**src/rtl/seq_mac_pkg.sv**
```systemverilog
`default_nettype none
// ============================================================================
// Module : seq_mac_pkg
// Purpose: Shared types and helpers for the sequential multiply-accumulate
//          unit: FSM state encoding, digit-count helper and the derived
//          constants for the default configuration (N=8, R=2).
// Ports  : none (package)
// Config : SEQ_MAC_SIGNED_EN selects the two's-complement build (see seq_mac).
// Rev    : 1.0  initial release
// ============================================================================
package seq_mac_pkg;

  typedef enum logic [1:0] {
    IDLE = 2'd0,
    RUN  = 2'd1,
    DONE = 2'd2
  } state_t;

  // Number of R-bit multiplier digits needed to cover an N-bit operand.
  function automatic int iter_f(input int n, input int r);
    return (n + r - 1) / r;
  endfunction

  localparam int DEF_N = 8;
  localparam int DEF_R = 2;
  localparam int ITER  = iter_f(DEF_N, DEF_R);
  localparam int CNT_W = $clog2(ITER + 1);

endpackage
`default_nettype wire

```
**src/rtl/seq_mac_pp.sv**
```systemverilog
`default_nettype none
// ============================================================================
// Module : seq_mac_pp
// Purpose: Combinational digit partial-product generator. Multiplies the
//          captured multiplicand by one R-bit multiplier digit and shifts the
//          result to the digit's weight (k*R). Result is 2N bits, modulo 2^2N,
//          which is exact for the final sum of all digit terms.
// Ports  : a     in  N     multiplicand
//          digit in  R     current multiplier digit
//          k     in  K_W   digit index
//          last  in  1     top digit flag (SEQ_MAC_SIGNED_EN build only)
//          term  out 2N    shifted digit product
// Config : SEQ_MAC_SIGNED_EN - a is signed and the top digit has negative
//          weight.
// Rev    : 1.0  initial release
// ============================================================================
module seq_mac_pp #(
  parameter int N   = 8,
  parameter int R   = 2,
  parameter int K_W = 3
) (
  input  logic [N-1:0]   a,
  input  logic [R-1:0]   digit,
  input  logic [K_W-1:0] k,
`ifdef SEQ_MAC_SIGNED_EN
  input  logic           last,
`endif
  output logic [2*N-1:0] term
);

  localparam int W = 2 * N;

  logic [W-1:0] a_ext;
  logic [W-1:0] d_ext;
  logic [W-1:0] prod;

`ifdef SEQ_MAC_SIGNED_EN
  assign a_ext = {{N{a[N-1]}}, a};
  // Only the most significant digit of a two's-complement multiplier carries
  // the sign; all lower digits are plain unsigned magnitudes.
  assign d_ext = last ? {{(W-R){digit[R-1]}}, digit} : {{(W-R){1'b0}}, digit};
`else
  assign a_ext = {{N{1'b0}}, a};
  assign d_ext = {{(W-R){1'b0}}, digit};
`endif

  // Low 2N bits of the product are all that matter: the accumulated sum of
  // terms is congruent to A*B mod 2^2N and A*B always fits in 2N bits.
  assign prod = a_ext * d_ext;
  assign term = prod << (int'(k) * R);

endmodule
`default_nettype wire

```
**src/rtl/seq_mac.sv**
```systemverilog
`default_nettype none
// ============================================================================
// Module : seq_mac
// Purpose: Multi-cycle shift-add multiply-accumulate. Each accepted start
//          captures A/B/clr, then retires R multiplier bits per cycle into a
//          2N-bit partial product. On the last digit the product is added to
//          (or, with clr, loaded into) the ACC_W accumulator and done pulses.
// Ports  : clk   in  1      clock, rising edge
//          rst   in  1      synchronous reset, active-high
//          start in  1      request, sampled only in IDLE
//          clr   in  1      with start: 1 = load product, 0 = accumulate
//          A     in  N      multiplicand
//          B     in  N      multiplier
//          busy  out 1      transaction in progress
//          done  out 1      one-cycle completion pulse
//          P     out ACC_W  accumulator
//          ovf   out 1      sticky overflow
// Config : SEQ_MAC_SIGNED_EN - two's-complement operands, signed overflow.
//          Undefined (default) - unsigned operands, carry-out overflow.
// Rev    : 1.0  initial release
// ============================================================================
module seq_mac
  import seq_mac_pkg::*;
#(
  parameter int N     = 8,
  parameter int R     = 2,
  parameter int ACC_W = 2 * N + 4
) (
  input  logic             clk,
  input  logic             rst,
  input  logic             start,
  input  logic             clr,
  input  logic [N-1:0]     A,
  input  logic [N-1:0]     B,
  output logic             busy,
  output logic             done,
  output logic [ACC_W-1:0] P,
  output logic             ovf
);

  localparam int DIGITS = iter_f(N, R);
  localparam int K_W    = $clog2(DIGITS + 1);
  localparam int BW     = DIGITS * R;
  localparam int PW     = 2 * N;

  state_t           state;
  state_t           state_nxt;
  logic             accept;
  logic             finish;

  logic [N-1:0]     a_q;
  logic [BW-1:0]    b_q;
  logic [BW-1:0]    b_ext;
  logic [BW-1:0]    b_shift;
  logic             clr_q;
  logic [K_W-1:0]   k;
  logic             last_dig;
  logic [R-1:0]     digit;

  logic [PW-1:0]    pp;
  logic [PW-1:0]    term;
  logic [PW-1:0]    pp_sum;

  logic [ACC_W-1:0] acc;
  logic [ACC_W-1:0] acc_base;
  logic [ACC_W-1:0] pp_ext;
  logic [ACC_W-1:0] acc_sum;
  logic             ovf_now;

  // --------------------------------------------------------------------------
  // Multiplier widened to a whole number of digits.
  // --------------------------------------------------------------------------
  generate
    if (BW > N) begin : g_b_pad
`ifdef SEQ_MAC_SIGNED_EN
      assign b_ext = {{(BW-N){B[N-1]}}, B};
`else
      assign b_ext = {{(BW-N){1'b0}}, B};
`endif
    end else begin : g_b_exact
      assign b_ext = B;
    end
  endgenerate

  // --------------------------------------------------------------------------
  // FSM
  // --------------------------------------------------------------------------
  always_ff @(posedge clk) begin
    if (rst) begin
      state <= IDLE;
    end else begin
      state <= state_nxt;
    end
  end

  always_comb begin
    state_nxt = state;
    accept    = 1'b0;
    finish    = 1'b0;
    case (state)
      IDLE: begin
        if (start) begin
          accept    = 1'b1;
          state_nxt = RUN;
        end
      end
      RUN: begin
        if (last_dig) begin
          finish    = 1'b1;
          state_nxt = DONE;
        end
      end
      DONE:    state_nxt = IDLE;
      default: state_nxt = IDLE;
    endcase
  end

  assign busy = (state != IDLE);
  assign done = (state == DONE);
  assign P    = acc;

  // --------------------------------------------------------------------------
  // Digit selection and partial product
  // --------------------------------------------------------------------------
  assign last_dig = (k == K_W'(DIGITS - 1));
  assign b_shift  = b_q >> (int'(k) * R);
  assign digit    = b_shift[R-1:0];

  seq_mac_pp #(
    .N   (N),
    .R   (R),
    .K_W (K_W)
  ) u_pp (
    .a     (a_q),
    .digit (digit),
    .k     (k),
`ifdef SEQ_MAC_SIGNED_EN
    .last  (last_dig),
`endif
    .term  (term)
  );

  assign pp_sum = pp + term;

  // --------------------------------------------------------------------------
  // Accumulator adder and overflow detection
  // --------------------------------------------------------------------------
  assign acc_base = clr_q ? '0 : acc;

`ifdef SEQ_MAC_SIGNED_EN
  assign pp_ext  = ACC_W'(signed'(pp_sum));
  assign acc_sum = acc_base + pp_ext;
  assign ovf_now = (acc_base[ACC_W-1] == pp_ext[ACC_W-1]) &&
                   (acc_sum[ACC_W-1] != acc_base[ACC_W-1]);
`else
  logic [ACC_W:0] wide_sum;
  assign pp_ext   = ACC_W'(pp_sum);
  assign wide_sum = {1'b0, acc_base} + {1'b0, pp_ext};
  assign acc_sum  = wide_sum[ACC_W-1:0];
  assign ovf_now  = wide_sum[ACC_W];
`endif

  // --------------------------------------------------------------------------
  // Datapath registers
  // --------------------------------------------------------------------------
  always_ff @(posedge clk) begin
    if (rst) begin
      a_q   <= '0;
      b_q   <= '0;
      clr_q <= 1'b0;
      k     <= '0;
      pp    <= '0;
      acc   <= '0;
      ovf   <= 1'b0;
    end else if (accept) begin
      a_q   <= A;
      b_q   <= b_ext;
      clr_q <= clr;
      k     <= '0;
      pp    <= '0;
      // A fresh accumulation starts with a clean overflow history.
      if (clr) begin
        ovf <= 1'b0;
      end
    end else if (state == RUN) begin
      pp <= pp_sum;
      k  <= k + 1'b1;
      if (finish) begin
        acc <= acc_sum;
        ovf <= ovf | ovf_now;
      end
    end
  end

endmodule
`default_nettype wire

```
**config.mk**
```make
export PLATFORM = sky130hd
export DESIGN_NAME = seq_mac
export DESIGN_NICKNAME = d
export VERILOG_FILES = /design/src/rtl/seq_mac_pkg.sv /design/src/rtl/seq_mac_pp.sv /design/src/rtl/seq_mac.sv
export SDC_FILE = /design/constraint.sdc
export NUM_CORES = 1
export LEC_CHECK = 0
export ABC_AREA = 1
export CORE_MARGIN = 5
export CORE_UTILIZATION = 63
export DETAILED_ROUTE_END_ITERATION = 10
export PLACE_DENSITY = 0.86
export SLEW_MARGIN = 0
export SYNTH_ARGS = -nofsm -noshare
export SYNTH_HDL_FRONTEND = slang
export SYNTH_SLANG_ARGS = --single-unit
```
**constraint.sdc**
```tcl
create_clock -name clk -period 14.55 [get_ports clk]
set_clock_uncertainty 0.2 [all_clocks]
set_input_delay 2.91 -clock clk [delete_from_list [all_inputs] [get_ports clk]]
set_output_delay 2.91 -clock clk [all_outputs]
set_load 0.01 [all_outputs]
```
Figure 1. The metal 1 layer (run 1).
Scale bar: 20 um.
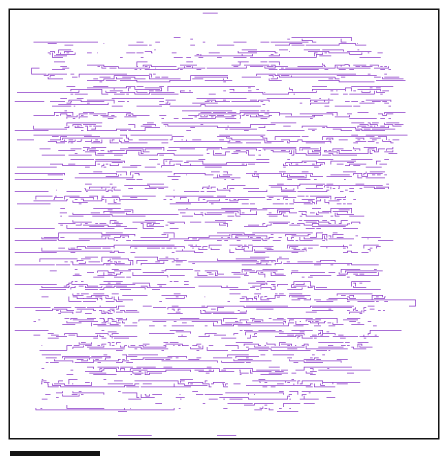
nets with wire on the layer: 780
share of all routed wire: 44%
final wirelength: 11700 um
grt met1 use: 0.351
routed vias: 4712

Figure 2. Signal wires on met2 (run 1).
Scale bar: 20 um.
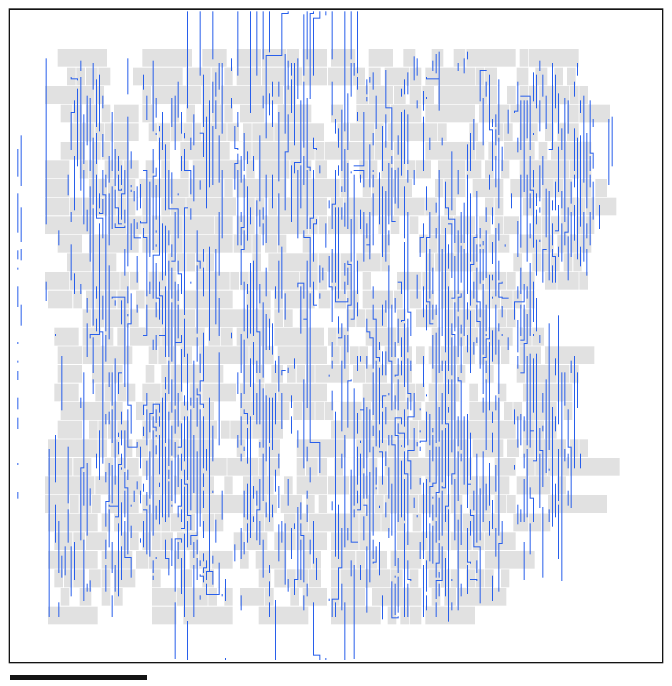
wire length on this layer: 5490 um
main direction: vertical
met2 Resource Use GR: 0.445

Figure 3. Met3 routing (run 1).
Scale bar: 20 um.
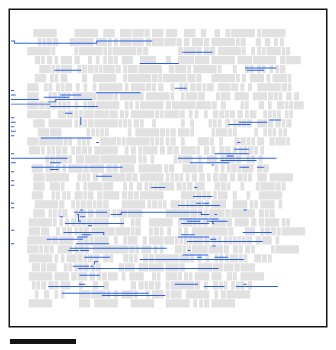
nets with wire on the layer: 78
longest straight run: 42.1 um
main direction: horizontal
GRT met3 Usage: 0.0552

==> metrics.cfg, run 1 <==
[min_path]
hp-start = pp[0]
whs_endpoint = pp[0]

[clock_network]
path_clk_slew_ps = 80

[synth]
edf_count = 0
yosys_cells = 713
top_cells_by_count = 129 x nand2_1, 106 x nor2_1, 105 x inv_1
yosysChipArea_sq_um = 4590
syn_area_sq_um = 4590
netlist_logic_family_top = simple AND/OR/NAND/NOR gates
ys_seq_share = 0.257

[run]
drv_cap = 0
warning_count = 26

[sta]
final-hold-violation-count = 0
slew_viol_final = 0

[drt]
drc = 0
ant_nets = 0

[placed_design]
io_buffers = 42
place_congestion = 0.902

[die]
ioPinCount = 43
die_w_um = 95.4

[run_status]
outcome = finished clean

[global_routing]
track_usage = 0.271

[cells_and_area]
layout_top_cell = nand2_1

[pwr]
powerClk_uw = 188

==> run 2, diff against run 1 <==
--- a/config.mk
+++ b/config.mk
@@ -7,9 +7,9 @@
 export LEC_CHECK = 0
 export ABC_AREA = 1
 export CORE_MARGIN = 5
-export CORE_UTILIZATION = 63
+export CORE_UTILIZATION = 53
 export DETAILED_ROUTE_END_ITERATION = 10
-export PLACE_DENSITY = 0.86
+export PLACE_DENSITY = 0.78
 export SLEW_MARGIN = 0
 export SYNTH_ARGS = -nofsm -noshare
 export SYNTH_HDL_FRONTEND = slang
==> constraint.sdc (replaced) <==
create_clock -name clk -period 5.7 [get_ports clk]
set_clock_uncertainty 0.2 [all_clocks]
set_input_delay 1.14 -clock clk [delete_from_list [all_inputs] [get_ports clk]]
set_output_delay 1.14 -clock clk [all_outputs]
set_load 0.01 [all_outputs]
Figure 4. Routing congestion map (run 2).
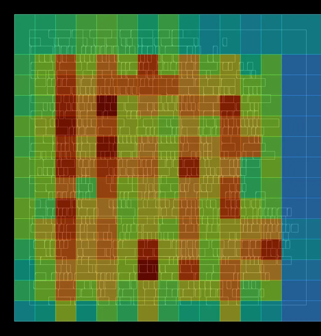
fin util: 0.629
drt wl/cell: 13.5 um
grt met1 use: 0.299

==> run 2 against run 1 <==
  * Largest cell class unchanged
  * Synthesized cell count is the same
  * Global-route usage shrank 4.2 points
  * Power grew 140%
  * First-iteration DRC count shrank 18%
  * Routed wire length shrank 0.28%
==> metrics.cfg, run 2 <==
[run_status]
outcome = finished clean

[die]
ioPinCount = 43
die_w_um = 103

[min_path]
hp-start = pp[0]
whs_endpoint = pp[0]

[synth]
edf_count = 0
ys_seq_share = 0.257
syn_area_sq_um = 4590
top_cells_by_count = 129 x nand2_1, 106 x nor2_1, 105 x inv_1
yosys_cells = 713

[drt]
drt_wl_total_um = 11700
num_vias = 4618
drc = 0

[pwr]
powerClk_uw = 396

[run]
drv_cap = 0
warning_count = 26

[sta]
slew_viol_final = 0
final-hold-violation-count = 0

[global_routing]
grtUsageMet3 = 0.0494

[placed_design]
io_buffers = 42

Power is estimated from default activity; no workload was simulated.
